### src/rtl/uart_pkg.sv
// Shared UART constants and the transmit arbiter state encoding.
package uart_pkg;

  localparam int unsigned UART_FRAME_BITS = 10;
  localparam logic        UART_IDLE_LEVEL = 1'b1;
  localparam int unsigned DEFAULT_CLK_DIV = 434;

  typedef enum logic [1:0] {
    IDLE      = 2'd0,
    SEND      = 2'd1,
    WAIT_NEXT = 2'd2
  } arb_state_e;

endpackage

### src/rtl/uart_tx_shifter.sv
// 8N1 frame serialiser: baud divider, 10-bit shift register and bit counter.
module uart_tx_shifter
  import uart_pkg::*;
#(
  parameter int unsigned CLK_DIV = DEFAULT_CLK_DIV
) (
  input  logic       clk,
  input  logic       reset,
  input  logic       i_load,
  input  logic [7:0] i_data,
  output logic       o_tx_serial,
  output logic       o_done
);

  localparam int unsigned DIV_W = $clog2(CLK_DIV);

  logic [DIV_W-1:0]           r_div;
  logic [3:0]                 r_bit;
  logic [UART_FRAME_BITS-1:0] r_shift;
  logic                       r_active;
  logic                       w_div_end;

  assign w_div_end   = (r_div == DIV_W'(CLK_DIV - 1));
  assign o_done      = r_active && w_div_end && (r_bit == 4'(UART_FRAME_BITS - 1));
  // Idle level comes straight from the async-reset flop, so reset forces the line high at once.
  assign o_tx_serial = r_active ? r_shift[0] : UART_IDLE_LEVEL;

  always_ff @(posedge clk or posedge reset) begin
    if (reset) begin
      r_div    <= '0;
      r_bit    <= '0;
      r_shift  <= {UART_FRAME_BITS{UART_IDLE_LEVEL}};
      r_active <= 1'b0;
    end else if (i_load) begin
      r_div    <= '0;
      r_bit    <= '0;
      r_shift  <= {UART_IDLE_LEVEL, i_data, 1'b0};
      r_active <= 1'b1;
    end else if (r_active) begin
      if (w_div_end) begin
        r_div <= '0;
        if (o_done) begin
          r_active <= 1'b0;
        end else begin
          r_bit   <= r_bit + 4'd1;
          r_shift <= {UART_IDLE_LEVEL, r_shift[UART_FRAME_BITS-1:1]};
        end
      end else begin
        r_div <= r_div + DIV_W'(1);
      end
    end
  end

endmodule

### src/rtl/uart_tx_arbiter.sv
// Round-robin arbiter sharing one UART TX line among NUM_REQ byte producers, with message lock.
module uart_tx_arbiter
  import uart_pkg::*;
#(
  parameter int unsigned NUM_REQ      = 4,
  parameter int unsigned CLK_DIV      = DEFAULT_CLK_DIV,
  parameter int unsigned LOCK_TIMEOUT = 65535
) (
  input  logic                       clk,
  input  logic                       reset,
  input  logic [NUM_REQ-1:0]         i_req_valid,
  input  logic [8*NUM_REQ-1:0]       i_req_data,
  input  logic [NUM_REQ-1:0]         i_req_last,
  output logic [NUM_REQ-1:0]         o_req_ready,
  output logic                       o_tx_serial,
  output logic                       o_busy,
  output logic [$clog2(NUM_REQ)-1:0] o_grant_id,
  output logic                       o_lock_timeout
);

  localparam int unsigned GW = $clog2(NUM_REQ);
  localparam int unsigned TW = $clog2(LOCK_TIMEOUT + 1);

  arb_state_e        r_state, w_state_next;
  logic [GW-1:0]     r_rr_ptr, w_rr_next;
  logic [GW-1:0]     r_grant_id;
  logic              r_last;
  logic [TW-1:0]     r_tmo, w_tmo_next;

  logic [GW-1:0]     w_idx, w_win, w_sel;
  logic              w_found, w_accept, w_done, w_timeout, w_last;
  logic [7:0]        w_data;
  logic [NUM_REQ-1:0] w_ready;

  // First valid requester after rr_ptr, wrapping.
  always_comb begin
    w_found = 1'b0;
    w_win   = '0;
    w_idx   = '0;
    for (int k = 1; k <= int'(NUM_REQ); k++) begin
      w_idx = GW'((int'(r_rr_ptr) + k) % int'(NUM_REQ));
      if (!w_found && i_req_valid[w_idx]) begin
        w_found = 1'b1;
        w_win   = w_idx;
      end
    end
  end

  always_comb begin
    w_state_next = r_state;
    w_rr_next    = r_rr_ptr;
    w_tmo_next   = r_tmo;
    w_ready      = '0;
    w_accept     = 1'b0;
    w_timeout    = 1'b0;
    w_sel        = w_win;
    case (r_state)
      IDLE: begin
        if (w_found) begin
          w_ready[w_win] = 1'b1;
          w_accept       = 1'b1;
          w_state_next   = SEND;
        end
      end
      SEND: begin
        if (w_done) begin
          if (r_last) begin
            w_rr_next    = r_grant_id;
            w_state_next = IDLE;
          end else begin
            w_tmo_next   = '0;
            w_state_next = WAIT_NEXT;
          end
        end
      end
      WAIT_NEXT: begin
        w_sel = r_grant_id;
        if (r_tmo == TW'(LOCK_TIMEOUT)) begin
          // Lock revoked: ready stays low this cycle so the stalled owner cannot slip in.
          w_timeout    = 1'b1;
          w_rr_next    = r_grant_id;
          w_state_next = IDLE;
        end else begin
          w_ready[r_grant_id] = 1'b1;
          if (i_req_valid[r_grant_id]) begin
            w_accept     = 1'b1;
            w_state_next = SEND;
          end else begin
            w_tmo_next = r_tmo + TW'(1);
          end
        end
      end
      default: w_state_next = IDLE;
    endcase
  end

  always_comb begin
    w_data = '0;
    w_last = 1'b0;
    for (int i = 0; i < int'(NUM_REQ); i++) begin
      if (w_sel == GW'(i)) begin
        w_data = i_req_data[8*i +: 8];
        w_last = i_req_last[i];
      end
    end
  end

  always_ff @(posedge clk or posedge reset) begin
    if (reset) begin
      r_state    <= IDLE;
      r_rr_ptr   <= GW'(NUM_REQ - 1);
      r_grant_id <= '0;
      r_last     <= 1'b1;
      r_tmo      <= '0;
    end else begin
      r_state  <= w_state_next;
      r_rr_ptr <= w_rr_next;
      r_tmo    <= w_tmo_next;
      if (w_accept) begin
        r_grant_id <= w_sel;
        r_last     <= w_last;
      end
    end
  end

  uart_tx_shifter #(
    .CLK_DIV(CLK_DIV)
  ) u_shifter (
    .clk        (clk),
    .reset      (reset),
    .i_load     (w_accept),
    .i_data     (w_data),
    .o_tx_serial(o_tx_serial),
    .o_done     (w_done)
  );

  assign o_req_ready    = w_ready;
  assign o_busy         = (r_state != IDLE);
  assign o_grant_id     = r_grant_id;
  assign o_lock_timeout = w_timeout;

endmodule

### config.mk
export PLATFORM = sky130hd
export DESIGN_NAME = uart_tx_arbiter
export DESIGN_NICKNAME = d
export VERILOG_FILES = /design/src/rtl/uart_pkg.sv /design/src/rtl/uart_tx_shifter.sv /design/src/rtl/uart_tx_arbiter.sv
export SDC_FILE = /design/constraint.sdc
export NUM_CORES = 1
export LEC_CHECK = 0
export CAP_MARGIN = 40
export CORE_ASPECT_RATIO = 0.8
export CORE_MARGIN = 2
export CORE_UTILIZATION = 50
export CTS_CLUSTER_SIZE = 8
export DETAILED_ROUTE_END_ITERATION = 16
export GPL_ROUTABILITY_DRIVEN = 1
export PLACE_DENSITY = 0.83
export SETUP_SLACK_MARGIN = 0.3
export SLEW_MARGIN = 20
export SYNTH_ARGS = -nofsm -noshare
export SYNTH_HDL_FRONTEND = slang
export SYNTH_HIERARCHICAL = 1
export SYNTH_SLANG_ARGS = --single-unit
### constraint.sdc
create_clock -name clk -period 6.5 [get_ports clk]
set_input_delay 0.65 -clock clk [delete_from_list [all_inputs] [get_ports clk]]
set_output_delay 0.65 -clock clk [all_outputs]
set_load 0.1 [all_outputs]
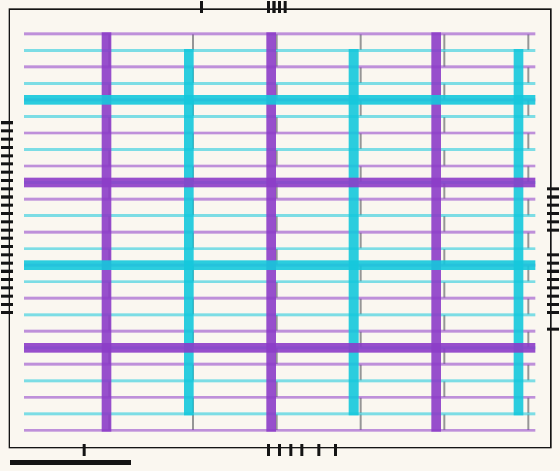
(run_1/power_grid.png)
The bar under the picture is 20 um long. Pins as bars on the die edge. Tap cells in gray.
VSS: shown in purple. VDD: shown in cyan.
25 met1 rails follow the rows. 78 tap cells. The core has 24 rows. 4 straps on met5. 6 straps on met4.
core area: 5500 sq um
die width: 88.9 um
die height: 71.9 um
Worst VDD drop: 0.0955 mV

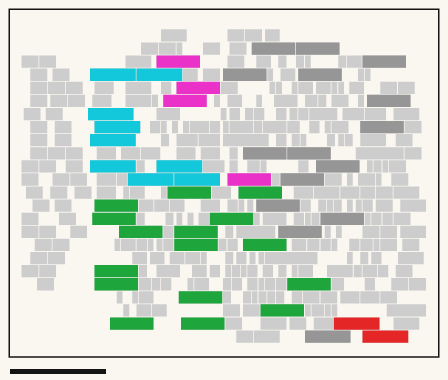
(run_1/flops_by_reg.png)
The bar under the picture is 20 um long. Other sequential cells in the stronger gray, the rest of the logic in the fainter gray.
`r_tmo`: shown in green, flops 16. `u_shifter/r_shift`: shown in cyan, flops 9. `u_shifter/r_bit`: shown in magenta, flops 4, where north. `r_rr_ptr`: shown in red, flops 2.
Another 15 sequential cells are not colored.
Reg area: 1170 sq um
Final Util: 67.6%
Seq area share: 31.4%
seq pwr: 381 uW

==> metrics.cfg, run 1 <==
[synth]
async_reset_ff_share_pct = 100
synth_flops = 46
xor_area_share_pct = 5.47
syn_area_per_cell_sq_um = 10.1
topCellsByArea = dfrtp_1, dfstp_2, mux2i_1, mux2_2, xor2_1
yosys-top-cells-count = dfrtp_1, nor2_1, mux2i_1

[grt]
grt_use_met3_pct = 4.10
track_usage_pct = 22.1

[timing]
skew_ps = 8.00
fmax_mhz = 279

[setup_path]
end_kind = output port
r2r_cells = 11
critPathTopFamily = buffers and inverters
critPathMaxFanout = 5
r2r-start = u_shifter/r_div[1]$_DFFE_PP0P_
r2r_end = r_tmo[13]$_DFFE_PP0P_
r2r_slack_ps = 3690
crit_path_frequent_cell = clkdlybuf4s50_1
timing.critical_path.to = o_req_ready[2]
crit_path_cell_trace = clkdlybuf4s50_1 > or2_0 > a221o_1 > o32ai_1 > clkdlybuf4s50_1 > buf_8
cp-start-kind = primary input

[floorplan]
row_count = 24

[status]
outcome = complete, no violations

[cells_and_area]
top_register = r_tmo
area_growth_pct = 28.7

[route]
routed-wl-met2_um = 3340

[clock_tree]
htreeDepth = 2
clock_latency_ps = 290
clk_path_buf_depth = 2
cts-resized-gates = 0
cts_tree = done

[flow_run]
warning_count = 28

[pwr]
switching_share_pct = 28.8
pwr-share-seq_pct = 49.0
finalPower_uw = 777

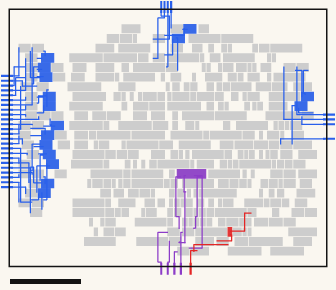
(run_1/io_fan.png)
The bar under the picture is 20 um long.
`i_req_data`: shown in blue, direction input, end cells 16, buffers 32, wire 510 um. `i_req_last`: shown in purple, direction input, end cells 1, buffers 4, wire 115 um. `o_lock_timeout`: shown in red, direction output, end cells 1, buffers 2, wire 34.8 um.
port bufs: 50
Top Ports: 51

## run 1: stage by stage
step,setup slack [ps],cells
CTS,2940,422
global placement,2620,403
global route,2830,423
finish,2910,423
detailed placement,2950,414
floorplan,2240,286
## run 1: cell usage in the layout, fill, tap and decap left out, drive strengths merged, types with 8 or more instances in the layout
master          n
dfrtp          34
nor2           28
buf            14
a21oi          10
dfstp          12
mux2i          26
and3            8
xor2           16
clkdlybuf4s50  50
o21ai          17
inv            13
mux2           21
nand3           8
nand2          19
## run 1: final cells by class
type / count / area, sq um
well taps: 78 / 97.6
repair buffers: 64 / 708
multi-input cells: 214 / 1590
flip-flops and latches: 46 / 1170
fillers: 440 / 1780
clock inverters: 1 / 30.0
inverters: 13 / 48.8
clock buffers: 7 / 76.3
==> run_1/cell_density.png <==
The bar under the picture is 20 um long. 9 x 7 tiles, from white (low) to dark blue (high), 0 to 100% covered.
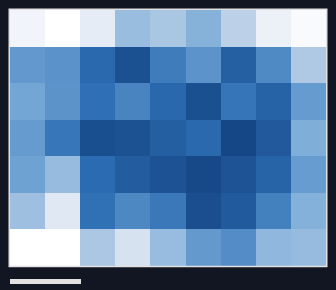

==> run 2: changes to the inputs <==
==> constraint.sdc (replaced) <==
create_clock -name clk -period 3.7 [get_ports clk]
set_input_delay 0.37 -clock clk [delete_from_list [all_inputs] [get_ports clk]]
set_output_delay 0.37 -clock clk [all_outputs]
set_load 0.1 [all_outputs]
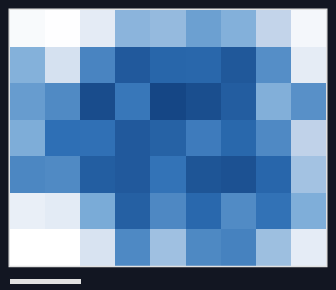
(run_2/cell_density.png)
The bar under the picture is 20 um long. 9 x 7 tiles, from white (low) to dark blue (high), 0 to 100% covered.
4.8% of the tiles are nearly empty. The mean over all tiles is 55%. The fullest tile reaches 91%.
floorplan core density: 52.5%
Final Util: 65.3%

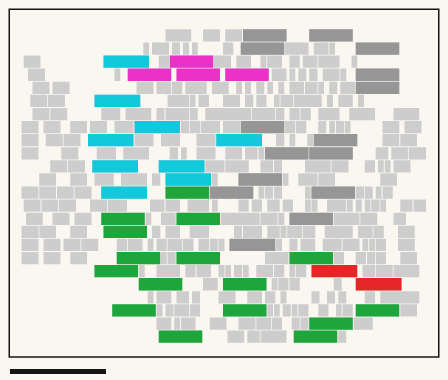
(run_2/flops_by_reg.png)
The bar under the picture is 20 um long. Other sequential cells in the stronger gray, the rest of the logic in the fainter gray.
`u_shifter/r_bit`: shown in magenta, flops 4, where north. `u_shifter/r_shift`: shown in cyan, flops 9. `r_tmo`: shown in green, flops 16. `r_rr_ptr`: shown in red, flops 2.
Another 15 sequential cells are not colored.
seq pwr: 665 uW
Seq area share: 32.5%

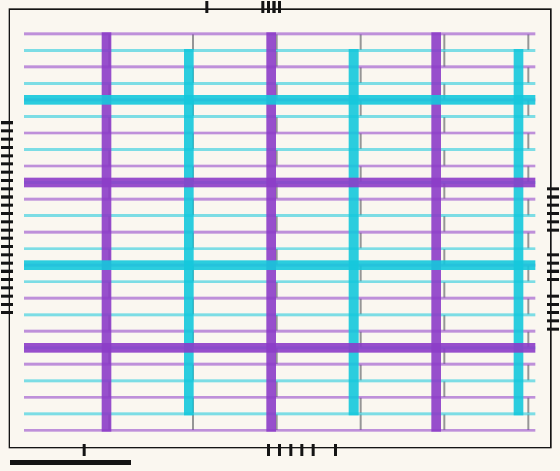
(run_2/power_grid.png)
The bar under the picture is 20 um long. Pins as bars on the die edge. Tap cells in gray.
VDD: shown in cyan. VSS: shown in purple.
6 straps on met4. 4 straps on met5. 25 met1 rails follow the rows. The core has 24 rows. 51 signal pins sit on the boundary.
Worst VDD drop: 0.143 mV

==> run 2 against run 1 <==
  * Clock power grew 46%
  * Sequential power rose by 75%
  * Die area stayed put
==> metrics.cfg, run 2 <==
[status]
outcome = complete, no violations

[setup_path]
cp-start-kind = flop
critPathMaxFanout = 25  ; +20
timing.critical_path.to = r_tmo[14]$_DFFE_PP0P_
r2r-start = u_shifter/r_div[1]$_DFFE_PP0P_
r2r_cells = 11  ; unchanged
end_kind = flop

[cells_and_area]
fillers = 440  ; unchanged
buf_share_pct = 16.7  ; -2.3 points
seq_cells = 46  ; unchanged
largestClassByArea = combinational gates

[placed_design]
port_buffers = 50  ; unchanged
place_inst = 410  ; -0.97%

[pwr]
pwr-share-seq_pct = 51.5  ; +2.5 points

[grt]
track_usage_pct = 21.1  ; -1.0 points

[synth]
syn_area_per_cell_sq_um = 10.1  ; unchanged
yosys-top-cells-count = dfrtp_1, nor2_1, mux2i_1
topCellsByArea = dfrtp_1, dfstp_2, mux2i_1, mux2_2, xor2_1
synth_flops = 46  ; unchanged

[floorplan]
die_h_um = 71.9  ; unchanged
row_count = 24  ; unchanged
nWellTaps = 78  ; unchanged

[timing]
fin_ws_ps = 952  ; -1960 ps

[clock_tree]
cts_tree = done

==> run 2: cells by family after synthesis <==
kind of cell,count (synthesis),synth area share (%)
XOR/XNOR,18,5.47
multiplexers,49,19.3
AND/OR/NAND/NOR,96,17.0
adder cells (fa/ha/maj),5,2.17
buffers and inverters,26,4.77
flip-flops,46,40.4
AND-OR/OR-AND,46,10.8
==> run 2: power groups by stage <==
stage	Combinational (mW)	Clock (mW)	Sequential [mW]
final	0.327	0.300	0.665
after CTS	0.331	0.304	0.663
after global placement	0.298	0	0.670
after global routing	0.361	0.326	0.677
after floorplan	0.198	0	0.679
after detailed placement	0.330	0	0.672
==> run 2: metal layers <==
layer	routed length [um]	up-vias
met5	0	-
met4	115	0
met3	316	11
met2	2920	72
met1	2820	1133
li1	-	1121
Power is estimated from default activity; no workload was simulated.
